**src/rtl/planificador_enlace_if.sv**
```systemverilog
// Requester bus for planificador_enlace.
// Carries two independent requesters, each a valid/data/ready handshake.
//   reqN_valid : requester N has a 10-bit word pending
//   reqN_data  : the pending word, held stable until it is accepted
//   reqN_ready : scheduler accepts the word on this clock edge
// master : requester side (drives valid/data, observes ready)
// slave  : scheduler side (observes valid/data, drives ready)
interface planificador_enlace_if;
  logic       req0_valid;
  logic [9:0] req0_data;
  logic       req0_ready;
  logic       req1_valid;
  logic [9:0] req1_data;
  logic       req1_ready;

  modport master (
    output req0_valid, req0_data, req1_valid, req1_data,
    input  req0_ready, req1_ready
  );

  modport slave (
    input  req0_valid, req0_data, req1_valid, req1_data,
    output req0_ready, req1_ready
  );
endinterface

```
**src/rtl/planificador_enlace.sv**
```systemverilog
// Link scheduler feeding a 10-bit parallel-to-serial emitter.
// Trains the far end with comma words, waits for receiver alignment, then
// round-robins two requesters into word slots of 10 clocks each, forcing a
// comma slot every SYNC_PERIOD data/idle slots.
// Ports:
//   i_clk        : system clock, rising edge
//   i_rst        : synchronous active-high reset (overrides i_enb)
//   i_enb        : enable; low freezes all state
//   i_rx_aligned : receiver reports word alignment
//   i_req        : requester bus (slave side), ready is combinational
//   o_word_out   : registered word for the emitter
//   o_word_load  : one-cycle pulse in the cycle after each slot boundary
//   o_estado     : 00 TRAIN, 01 WAIT_ALIGN, 10 ACTIVE
//
// state      | meaning
// -----------+--------------------------------------------------------
// ST_TRAIN   | send COMMA for TRAIN_WORDS slots
// ST_WAIT    | send COMMA until rx_aligned is seen at a slot boundary
// ST_ACTIVE  | serve requesters / IDLE, periodic forced COMMA
module planificador_enlace #(
  parameter int          TRAIN_WORDS = 16,
  parameter int          SYNC_PERIOD = 64,
  parameter logic [9:0]  COMMA       = 10'b0011111010,
  parameter logic [9:0]  IDLE        = 10'b1010010101
) (
  input  logic                  i_clk,
  input  logic                  i_rst,
  input  logic                  i_enb,
  input  logic                  i_rx_aligned,
  planificador_enlace_if.slave  i_req,
  output logic [9:0]            o_word_out,
  output logic                  o_word_load,
  output logic [1:0]            o_estado
);

  localparam int TW_W = $clog2(TRAIN_WORDS + 1);
  localparam int SP_W = $clog2(SYNC_PERIOD + 1);
  localparam logic [TW_W-1:0] TRAIN_LAST = TW_W'(TRAIN_WORDS - 1);
  localparam logic [SP_W-1:0] SYNC_TOP   = SP_W'(SYNC_PERIOD);
  localparam logic [3:0]      SLOT_LAST  = 4'd9;

  typedef enum logic [1:0] {
    ST_TRAIN  = 2'b00,
    ST_WAIT   = 2'b01,
    ST_ACTIVE = 2'b10
  } state_t;

  state_t          r_state;
  logic [3:0]      r_slot;
  logic [TW_W-1:0] r_train;
  logic [SP_W-1:0] r_sync;
  logic [9:0]      r_word;
  logic            r_load;
  logic            r_last;   // 1: requester 1 was granted last

  logic w_bnd;
  logic w_force;
  logic w_serve;
  logic w_sel0;
  logic w_sel1;

  // Slot boundary: the enabled edge that closes slot position 9.
  assign w_bnd   = i_enb && !i_rst && (r_slot == SLOT_LAST);
  assign w_force = (r_sync == SYNC_TOP);
  // A drop of rx_aligned at the boundary wins over any pending request.
  assign w_serve = w_bnd && (r_state == ST_ACTIVE) && i_rx_aligned && !w_force;

  // Round robin: on a tie, the requester not granted last wins.
  assign w_sel0 = i_req.req0_valid && (!i_req.req1_valid || r_last);
  assign w_sel1 = i_req.req1_valid && (!i_req.req0_valid || !r_last);

  assign i_req.req0_ready = w_serve && w_sel0;
  assign i_req.req1_ready = w_serve && w_sel1;

  assign o_word_out  = r_word;
  // The pulse flag survives a freeze; gating keeps word_load low while enb=0.
  assign o_word_load = r_load && i_enb;
  assign o_estado    = r_state;

  always_ff @(posedge i_clk) begin
    if (i_rst) begin
      r_state <= ST_TRAIN;
      r_slot  <= '0;
      r_train <= '0;
      r_sync  <= '0;
      r_word  <= COMMA;
      r_load  <= 1'b0;
      r_last  <= 1'b1;
    end else if (i_enb) begin
      r_load <= (r_slot == SLOT_LAST);
      if (r_slot == SLOT_LAST) begin
        r_slot <= '0;
        case (r_state)
          ST_TRAIN: begin
            r_word <= COMMA;
            if (r_train == TRAIN_LAST) begin
              r_train <= '0;
              r_state <= ST_WAIT;
            end else begin
              r_train <= r_train + 1'b1;
            end
          end
          ST_WAIT: begin
            r_word <= COMMA;
            if (i_rx_aligned) begin
              r_state <= ST_ACTIVE;
              r_sync  <= '0;
            end
          end
          ST_ACTIVE: begin
            if (!i_rx_aligned) begin
              r_state <= ST_TRAIN;
              r_train <= '0;
              r_sync  <= '0;
              r_word  <= COMMA;
            end else if (w_force) begin
              r_word <= COMMA;
              r_sync <= '0;
            end else begin
              if (w_sel0 || w_sel1) begin
                r_word <= w_sel0 ? i_req.req0_data : i_req.req1_data;
                r_last <= w_sel1;
              end else begin
                r_word <= IDLE;
              end
              r_sync <= r_sync + 1'b1;
            end
          end
          default: begin
            r_state <= ST_TRAIN;
            r_train <= '0;
            r_sync  <= '0;
            r_word  <= COMMA;
          end
        endcase
      end else begin
        r_slot <= r_slot + 4'd1;
      end
    end
  end

endmodule

```
**src/flat_wrapper.sv**
```systemverilog
// flat-port wrapper written by rule: the top's interface ports become plain ports
module planificador_enlace_flat 
#(
  parameter int          TRAIN_WORDS = 16,
  parameter int          SYNC_PERIOD = 64,
  parameter logic [9:0]  COMMA       = 10'b0011111010,
  parameter logic [9:0]  IDLE        = 10'b1010010101
)
  (i_clk, i_rst, i_enb, i_rx_aligned, o_word_out, o_word_load, o_estado, i_req_req0_valid, i_req_req0_data, i_req_req1_valid, i_req_req1_data, i_req_req0_ready, i_req_req1_ready);
  planificador_enlace_if i_req_i ();
  input  logic i_clk;
  input  logic i_rst;
  input  logic i_enb;
  input  logic i_rx_aligned;
  output logic [9:0] o_word_out;
  output logic o_word_load;
  output logic [1:0] o_estado;
  input wire logic [$bits(i_req_i.req0_valid)-1:0] i_req_req0_valid;
  input wire logic [$bits(i_req_i.req0_data)-1:0] i_req_req0_data;
  input wire logic [$bits(i_req_i.req1_valid)-1:0] i_req_req1_valid;
  input wire logic [$bits(i_req_i.req1_data)-1:0] i_req_req1_data;
  output wire logic [$bits(i_req_i.req0_ready)-1:0] i_req_req0_ready;
  output wire logic [$bits(i_req_i.req1_ready)-1:0] i_req_req1_ready;
  assign i_req_i.req0_valid = i_req_req0_valid;
  assign i_req_i.req0_data = i_req_req0_data;
  assign i_req_i.req1_valid = i_req_req1_valid;
  assign i_req_i.req1_data = i_req_req1_data;
  assign i_req_req0_ready = i_req_i.req0_ready;
  assign i_req_req1_ready = i_req_i.req1_ready;
  planificador_enlace #(.TRAIN_WORDS(TRAIN_WORDS), .SYNC_PERIOD(SYNC_PERIOD), .COMMA(COMMA), .IDLE(IDLE)) u_core (.i_clk(i_clk), .i_rst(i_rst), .i_enb(i_enb), .i_rx_aligned(i_rx_aligned), .i_req(i_req_i), .o_word_out(o_word_out), .o_word_load(o_word_load), .o_estado(o_estado));
endmodule
```
**config.mk**
```make
export PLATFORM = sky130hd
export DESIGN_NAME = planificador_enlace_flat
export DESIGN_NICKNAME = d
export VERILOG_FILES = /design/src/rtl/planificador_enlace_if.sv /design/src/rtl/planificador_enlace.sv /design/src/flat_wrapper.sv
export SDC_FILE = /design/constraint.sdc
export NUM_CORES = 1
export LEC_CHECK = 0
export CORE_MARGIN = 10
export CORE_UTILIZATION = 45
export CTS_CLUSTER_SIZE = 12
export DETAILED_ROUTE_END_ITERATION = 12
export PLACE_DENSITY = 0.8
export SYNTH_ARGS = -nofsm -noshare
export SYNTH_HDL_FRONTEND = slang
export SYNTH_SLANG_ARGS = --single-unit
```
**constraint.sdc**
```tcl
create_clock -name i_clk -period 2.2 [get_ports i_clk]
set_input_delay 0.33 -clock i_clk [delete_from_list [all_inputs] [get_ports i_clk]]
set_output_delay 0.33 -clock i_clk [all_outputs]
set_load 0.02 [all_outputs]
```
run_1/wires.png
Two of the layers only.
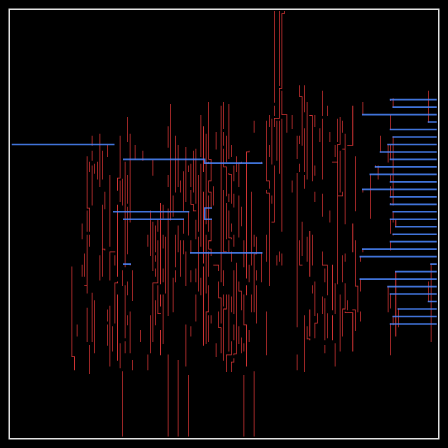
- metal 3: blue (wire length 350 um)
- metal 2: red (wire length 1860 um)

run_1/cell_density.png
Bar = 20 um. The die is cut into 8 by 8 equal tiles; dark purple is low, yellow is high, 0 to 100% covered.
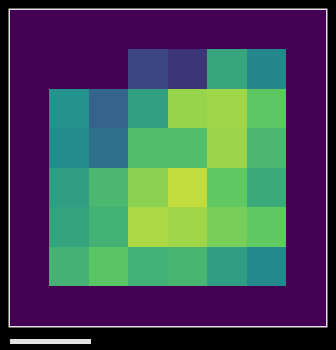
- tiles over 75% full: 16%
- fullest tile: 91%
- nearly empty tiles: 47%

run_1/flops_by_reg.png
Bar = 20 um.
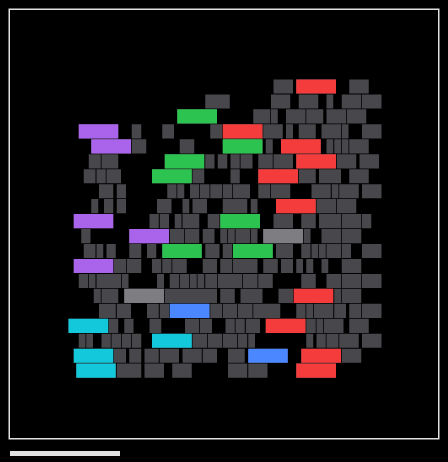
- u_core.r_train: purple (sequential cells 5; where middle left)
- u_core.r_slot: cyan (sequential cells 4; where lower left)
- u_core.o_estado: blue (sequential cells 2)
- u_core.o_word_out: red (sequential cells 10)
- u_core.r_sync: green (sequential cells 7)
- not colored: 2

run_1/metal_density.png
The die is cut into 16 by 16 equal tiles; dark purple is low, yellow is high, scaled to the fullest tile. Values are wire area over tile area, all layers added.
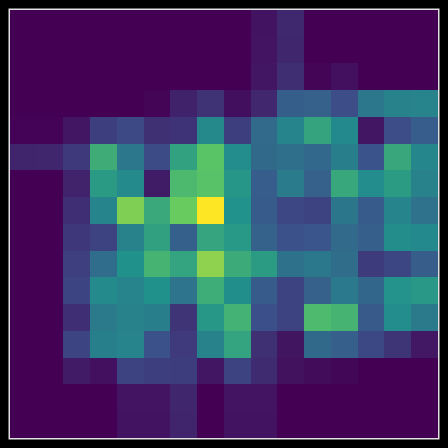
- emptiest ninth of the die: upper left
- mean over tiles: 0.11
- densest ninth of the die: center
- tiles over half the peak: 13%
- fullest tile: 0.50

==> flow_summary.rst, run 1 <==
Run summary
-----------

.. list-table::
   :header-rows: 1

   * - Metric
     - Value
   * - Vias in the first global route
     - 1489
   * - Number of cell instances after yosys synthesis
     - 177
   * - Worst reg2reg setup slack
     - 530 ps
   * - Topmost layer with routed signal wires
     - met4
   * - Fraction of final layout cells with drive strength greater than 1
     - 14.66%
   * - Total congestion overflow after global routing
     - 0
   * - Sequential cell area share
     - 28.67%
   * - Final Critical Period
     - 1970 ps
   * - Cell class contributing the biggest share of worst-path delay
     - buffers and inverters
   * - Comb gate area
     - 827.0 um^2
   * - H-tree depth
     - 2
   * - Post-CTS repair timing setup buffer count
     - 0
   * - Netlist area before placement
     - 1505 um^2
   * - Pin count of the biggest net entering global routing
     - 19
   * - Avg Inst Size Synth
     - 8.504 um^2
   * - Total number of placement rows
     - 20
   * - Async set or reset register ratio after synthesis
     - 0%
   * - Core outline area
     - 3128 um^2
   * - Final GP Congestion
     - 0.8655
   * - R2r endpoint
     - u_core.r_sync[4]
   * - OpenROAD warning count
     - 27
   * - Flip-flop and latch area
     - 600.6 um^2
   * - Setup CP Type
     - in -> out
   * - Outcome
     - finished, final reports clean
   * - Total of hold buffers inserted after clock tree synthesis
     - 0
   * - Well-tap cell count
     - 44
   * - Count of filler cells inserted in the layout
     - 266
   * - Maximum operating frequency
     - 507.6 MHz
   * - Most common cell on crit path
     - clkdlybuf4s50_1
   * - Fraction of area in non-clock buffers
     - 24.73%
   * - Initial DRT Pass Iterations
     - 4
   * - Final Hold Violating Endpoints
     - 0
   * - Signal buffers
     - 57
   * - Count of cells along the worst register-to-register path
     - 5
   * - CTS tree
     - built
   * - Aggregate global-route resource usage
     - 12.86%
   * - Clock transition at the registers of the reported paths
     - 90 ps
   * - Layout Nets
     - 260
   * - Syn_nets
     - 206
   * - Worst slew pin tran
     - 446.2 ps
   * - Critical path endpoint category
     - output port
   * - Critical Path AT
     - 1640 ps
   * - Max-slew violation total from the final report
     - 0
   * - Max Buffers Root-to-Sink
     - 2
   * - Cell-by-cell listing of the critical path
     - clkdlybuf4s50_1, buf_4, and2_1, clkdlybuf4s50_1
   * - Antenna diode count
     - 0
   * - Tally of max-capacitance violations
     - 0
   * - Post-route cell area
     - 2095 um^2
   * - Vert. Die Dim
     - 77.84 um
   * - Critical-path top delay cell
     - clkdlybuf4s50_1
   * - Relative area change from synthesis to final layout
     - 39.15%
   * - Count of input and output buffers
     - 40
   * - Final WL
     - 3940 um
   * - Final ANT Viol Nets
     - 0
   * - Unique cell types
     - 41
   * - Clock tree sinks
     - 30
   * - Total die size
     - 6058 um^2
-- run 1: synth_stat cells, drive strengths merged, types with 3 or more instances --
| library cell | n | area [um^2] |
|---|---|---|
| nor2 | 10 | 37.54 |
| ha | 3 | 37.54 |
| nand2 | 17 | 63.81 |
| inv | 9 | 33.78 |
| a21oi | 16 | 80.08 |
| o22a | 4 | 35.03 |
| o21ai | 12 | 60.06 |
| nand4 | 6 | 37.54 |
| nand3 | 7 | 35.03 |
| buf | 8 | 48.80 |
| or3 | 5 | 31.28 |
| mux2i | 5 | 50.05 |
| nand2b | 5 | 31.28 |
| o22ai | 3 | 18.77 |
| dfxtp | 30 | 600.6 |
-- run 1: how the worst max path moves through the flow --
stage / startpoint / to / depth (start not counted)
finish: i_enb / o_word_load / 4
global route: u_core.r_sync[0] / i_req_req0_ready / 6
CTS: u_core.r_sync[0] / i_req_req0_ready / 6
detailed placement: i_enb / i_req_req0_ready / 6
global placement: i_enb / i_req_req1_ready / 6
floorplan: u_core.o_estado[1] / i_req_req1_ready / 6
-- run 1: cells in the final DEF (no fill, tap or decap), drive strengths merged, types with 3 or more instances in the layout --
cell            n
mux2i           5
nand2b          5
dfxtp          30
clkdlybuf4s50  38
nor2           10
nand3           7
nand2          17
o21ai          12
clkbuf          9
buf            17
ha              3
or3             5
nand4           6
a21oi          16
o22a            4
o22ai           3
inv             9
-- run 1: report_power, final --
part,switching (mW),internal (mW),leakage (nW)
registers,0.00409,0.546,0.242
logic,0.0420,0.0668,0.509
clock network,0.185,0.155,0.0353
total,0.231,0.768,0.786
-- run 1: worst register-to-register path, cell delays in order (launching register included) --
cell and delay, ps:
dfxtp_1 350, and4bb_1 300, buf_4 170, nand2_1 120, or4_1 490, a21oi_1 150
-- run 1: stage by stage --
| step | setup TNS [ps] | util (%) | hold slack (ps) | worst slack [ps] |
|---|---|---|---|---|
| after detailed placement | -382.0 | 64.96 | 447.2 | -196.7 |
| after global placement | -329.8 | 64.96 | 439.3 | -165.6 |
| after global routing | 0 | 66.96 | 511.6 | 111.3 |
| final | 0 | 66.96 | 471.9 | 229.9 |
| after CTS | 0 | 66.80 | 468.3 | 20.03 |
| after floorplan | 0 | - | 444.9 | 184.0 |
-- run 1: logic make-up (layout without fill, tap and decap cells) --
logic type | after synthesis | after routing | share of synthesized area, %
AOI/OAI and AO/OA | 48 | 48 | 20.95
xor gates and xnor gates | 4 | 4 | 2.328
adders and majority gates | 3 | 3 | 2.494
buffers and inverters | 19 | 74 | 5.985
DFF | 30 | 30 | 39.90
muxes | 7 | 7 | 4.821
and+or+nand+nor | 66 | 66 | 23.52
-- run 1: flip-flops by register name, indices dropped and copies added (netlist names) --
| register | cells |
|---|---|
| u_core.r_train | 5 |
| u_core.r_load | 1 |
| u_core.o_estado | 2 |
| u_core.r_sync | 7 |
| u_core.o_word_out | 10 |
| u_core.r_slot | 4 |
| u_core.r_last | 1 |
-- run 1: layer usage --
| layer | vias up | track usage [%] |
|---|---|---|
| li1 | 749 | - |
| met1 | 663 | 15.28 |
| met2 | 40 | 20.90 |
| met3 | 5 | 5.069 |
| met4 | 0 | 3.650 |
| met5 | - | 0 |
==> run 2, diff against run 1 <==
--- a/config.mk
+++ b/config.mk
@@ -5,8 +5,10 @@
 export SDC_FILE = /design/constraint.sdc
 export NUM_CORES = 1
 export LEC_CHECK = 0
+export ABC_AREA = 0
 export CORE_MARGIN = 10
 export CORE_UTILIZATION = 45
+export CTS_BUF_LIST = sky130_fd_sc_hd__clkbuf_8 sky130_fd_sc_hd__clkbuf_16
 export CTS_CLUSTER_SIZE = 12
 export DETAILED_ROUTE_END_ITERATION = 12
 export PLACE_DENSITY = 0.8
run_2/wires.png
Two of the layers only.
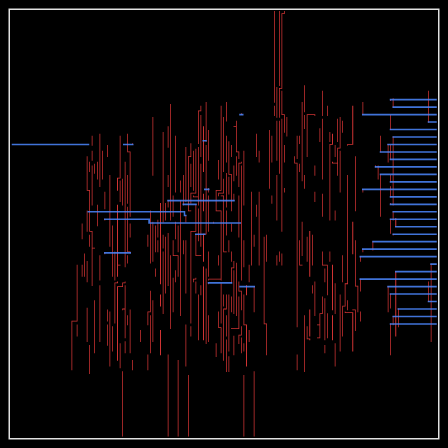
- metal 2: red (wire length 1850 um)
- metal 3: blue (wire length 352 um)

==> run 2 against run 1 <==
Against the previous run:
- register-to-register slack improved by 20 ps
- largest cell class unchanged
- flip-flop count did not move
- clock power rose by 32%
- utilization rose by 1.3 points
- worst hold slack got worse by 5.8 ps
- critical path type unchanged
- sequential power barely moved
- wire length rose by 0.28%
- via count barely moved
==> flow_summary.rst, run 2 <==
Run summary
-----------

.. list-table::
   :header-rows: 1

   * - Metric
     - Value
   * - Antenna diode count
     - 0
   * - Relative area change from synthesis to final layout
     - 41.81%
   * - Cell-by-cell listing of the critical path
     - clkdlybuf4s50_1, and4bb_1, and2_1, nand3b_2, nor2_1, dlygate4sd2_1
   * - Total die size
     - 6058 um^2
   * - Maximum operating frequency
     - 477.0 MHz
   * - Final Critical Period
     - 2096 ps
   * - Final Hold Violating Endpoints
     - 0
   * - Setup CP Type
     - in -> out
   * - Worst reg2reg setup slack
     - 550 ps
   * - Total congestion overflow after global routing
     - 0
   * - Top-area cell share
     - 39.90%
   * - Critical-path top delay cell
     - clkdlybuf4s50_1
   * - Syn_nets
     - 206
   * - Final WL
     - 3951 um
   * - Avg Inst Size Synth
     - 8.504 um^2
   * - Largest area contributor in the netlist
     - dfxtp_1
   * - Outcome
     - finished, final reports clean
   * - Fraction of final layout cells with drive strength greater than 1
     - 13.79%
   * - Most instantiated cells after synthesis
     - 30 x dfxtp_1, 17 x nand2_1, 16 x a21oi_1
   * - Unique cell types
     - 41
   * - Setup Slack @ Placement
     - -196.7 ps
   * - Synth top cell by count
     - dfxtp_1
   * - Aggregate global-route resource usage
     - 13.12%
   * - Clock tree sinks
     - 30
   * - Setup TNS
     - 0 ps
   * - Critical path data required time
     - 1870 ps
   * - Async set or reset register ratio after synthesis
     - 0%
   * - Pin count of the biggest net entering global routing
     - 19
   * - R2r endpoint
     - u_core.o_word_out[7]
   * - Vias in the first global route
     - 1499
   * - Total number of placement rows
     - 20
   * - Final ANT Viol Nets
     - 0
   * - Flip-flop count of the largest register, all copies and words added
     - 10
   * - Clock transition at the registers of the reported paths
     - 60 ps
   * - Critical path capture point
     - i_req_req1_ready
   * - Min setup slack post-route
     - 103.5 ps
   * - Initial DRT Pass Iterations
     - 4
   * - Layout Nets
     - 260
   * - Largest cells by area after synthesis
     - dfxtp_1 40%, a21oi_1 5.3%, nand2_1 4.2%, o21ai_0 4.0%, mux2i_1 3.3%
   * - H-tree depth
     - 2
   * - Number of cell instances after yosys synthesis
     - 177
   * - CTS tree
     - built
   * - Vert. Die Dim
     - 77.84 um
## run 2: cell count changes in the layout (fill, tap and decap cells not counted), sizes merged
cell | previous run | this run
dlygate4sd2 | 0 | 1
clkdlybuf4s15 | 0 | 1
inv | 9 | 10
clkbuf | 9 | 6
## run 2: area by class of cell
type	instances	area, um^2
clock buffer	6	82.58
clock inverter	2	8.758
fill	260	993.5
inverter	9	33.78
multi-input combinational	128	827.0
sequential	30	600.6
tap	44	55.05
timing repair buffer	57	526.8
## run 2: power breakdown
part	switching [mW]	internal (mW)	total (mW)
sequential	0.00407	0.547	0.551
combinational	0.0419	0.0668	0.109
clock	0.199	0.247	0.446
total	0.245	0.861	1.11
## run 2: cell families after synthesis
kind of cell             Yosys count  share of synthesized area [%]
flip-flops                        30                          39.90
AND/OR/NAND/NOR                   66                          23.52
XOR/XNOR                           4                          2.328
AND-OR/OR-AND                     48                          20.95
adder cells (fa/ha/maj)            3                          2.494
buffers and inverters             19                          5.985
multiplexers                       7                          4.821
## run 2: how the worst min path moves through the flow
stage                                    start              endpoint  slack [ps]  cells past startpoint
after global placement    u_core.o_word_out[0]  u_core.o_word_out[0]         440                      2
after detailed placement  u_core.o_word_out[9]  u_core.o_word_out[9]         450                      2
after CTS                 u_core.o_word_out[9]  u_core.o_word_out[9]         460                      2
final                     u_core.o_word_out[9]  u_core.o_word_out[9]         470                      2
after floorplan                  u_core.r_load         u_core.r_load         440                      2
after global routing         u_core.r_train[1]     u_core.r_train[1]         510                      2
## run 2: metrics by stage
step	area, um^2	hold slack [ps]	std cells	util [%]
floorplan	1505	444.9	177	-
global placement	2032	439.3	268	64.96
detailed placement	2032	447.2	268	64.96
CTS	2121	461.2	276	67.80
global route	2135	506.1	276	68.24
finish	2135	466.1	276	68.24
## run 2: worst max-delay path: cells and delay by family
kind / cells / cell delay [ps]
buffers and inverters: 2 / 810
AND/OR/NAND/NOR: 4 / 630
## run 2: per-layer routing
layer,GRT usage [%],wire length [um],vias to the layer above
met5,0,0,-
met4,5.657,74,0
met3,4.032,351,10
met2,21.56,1852,49
met1,15.35,1672,655
li1,-,-,744
## run 2: what timing repair did
action                     4_1_cts  5_1_grt
cloned                           0        0
buffers inserted                 0        0
setup endpoints to repair        2        2
gates resized                    2        3
Power and IR drop assume default switching activity.
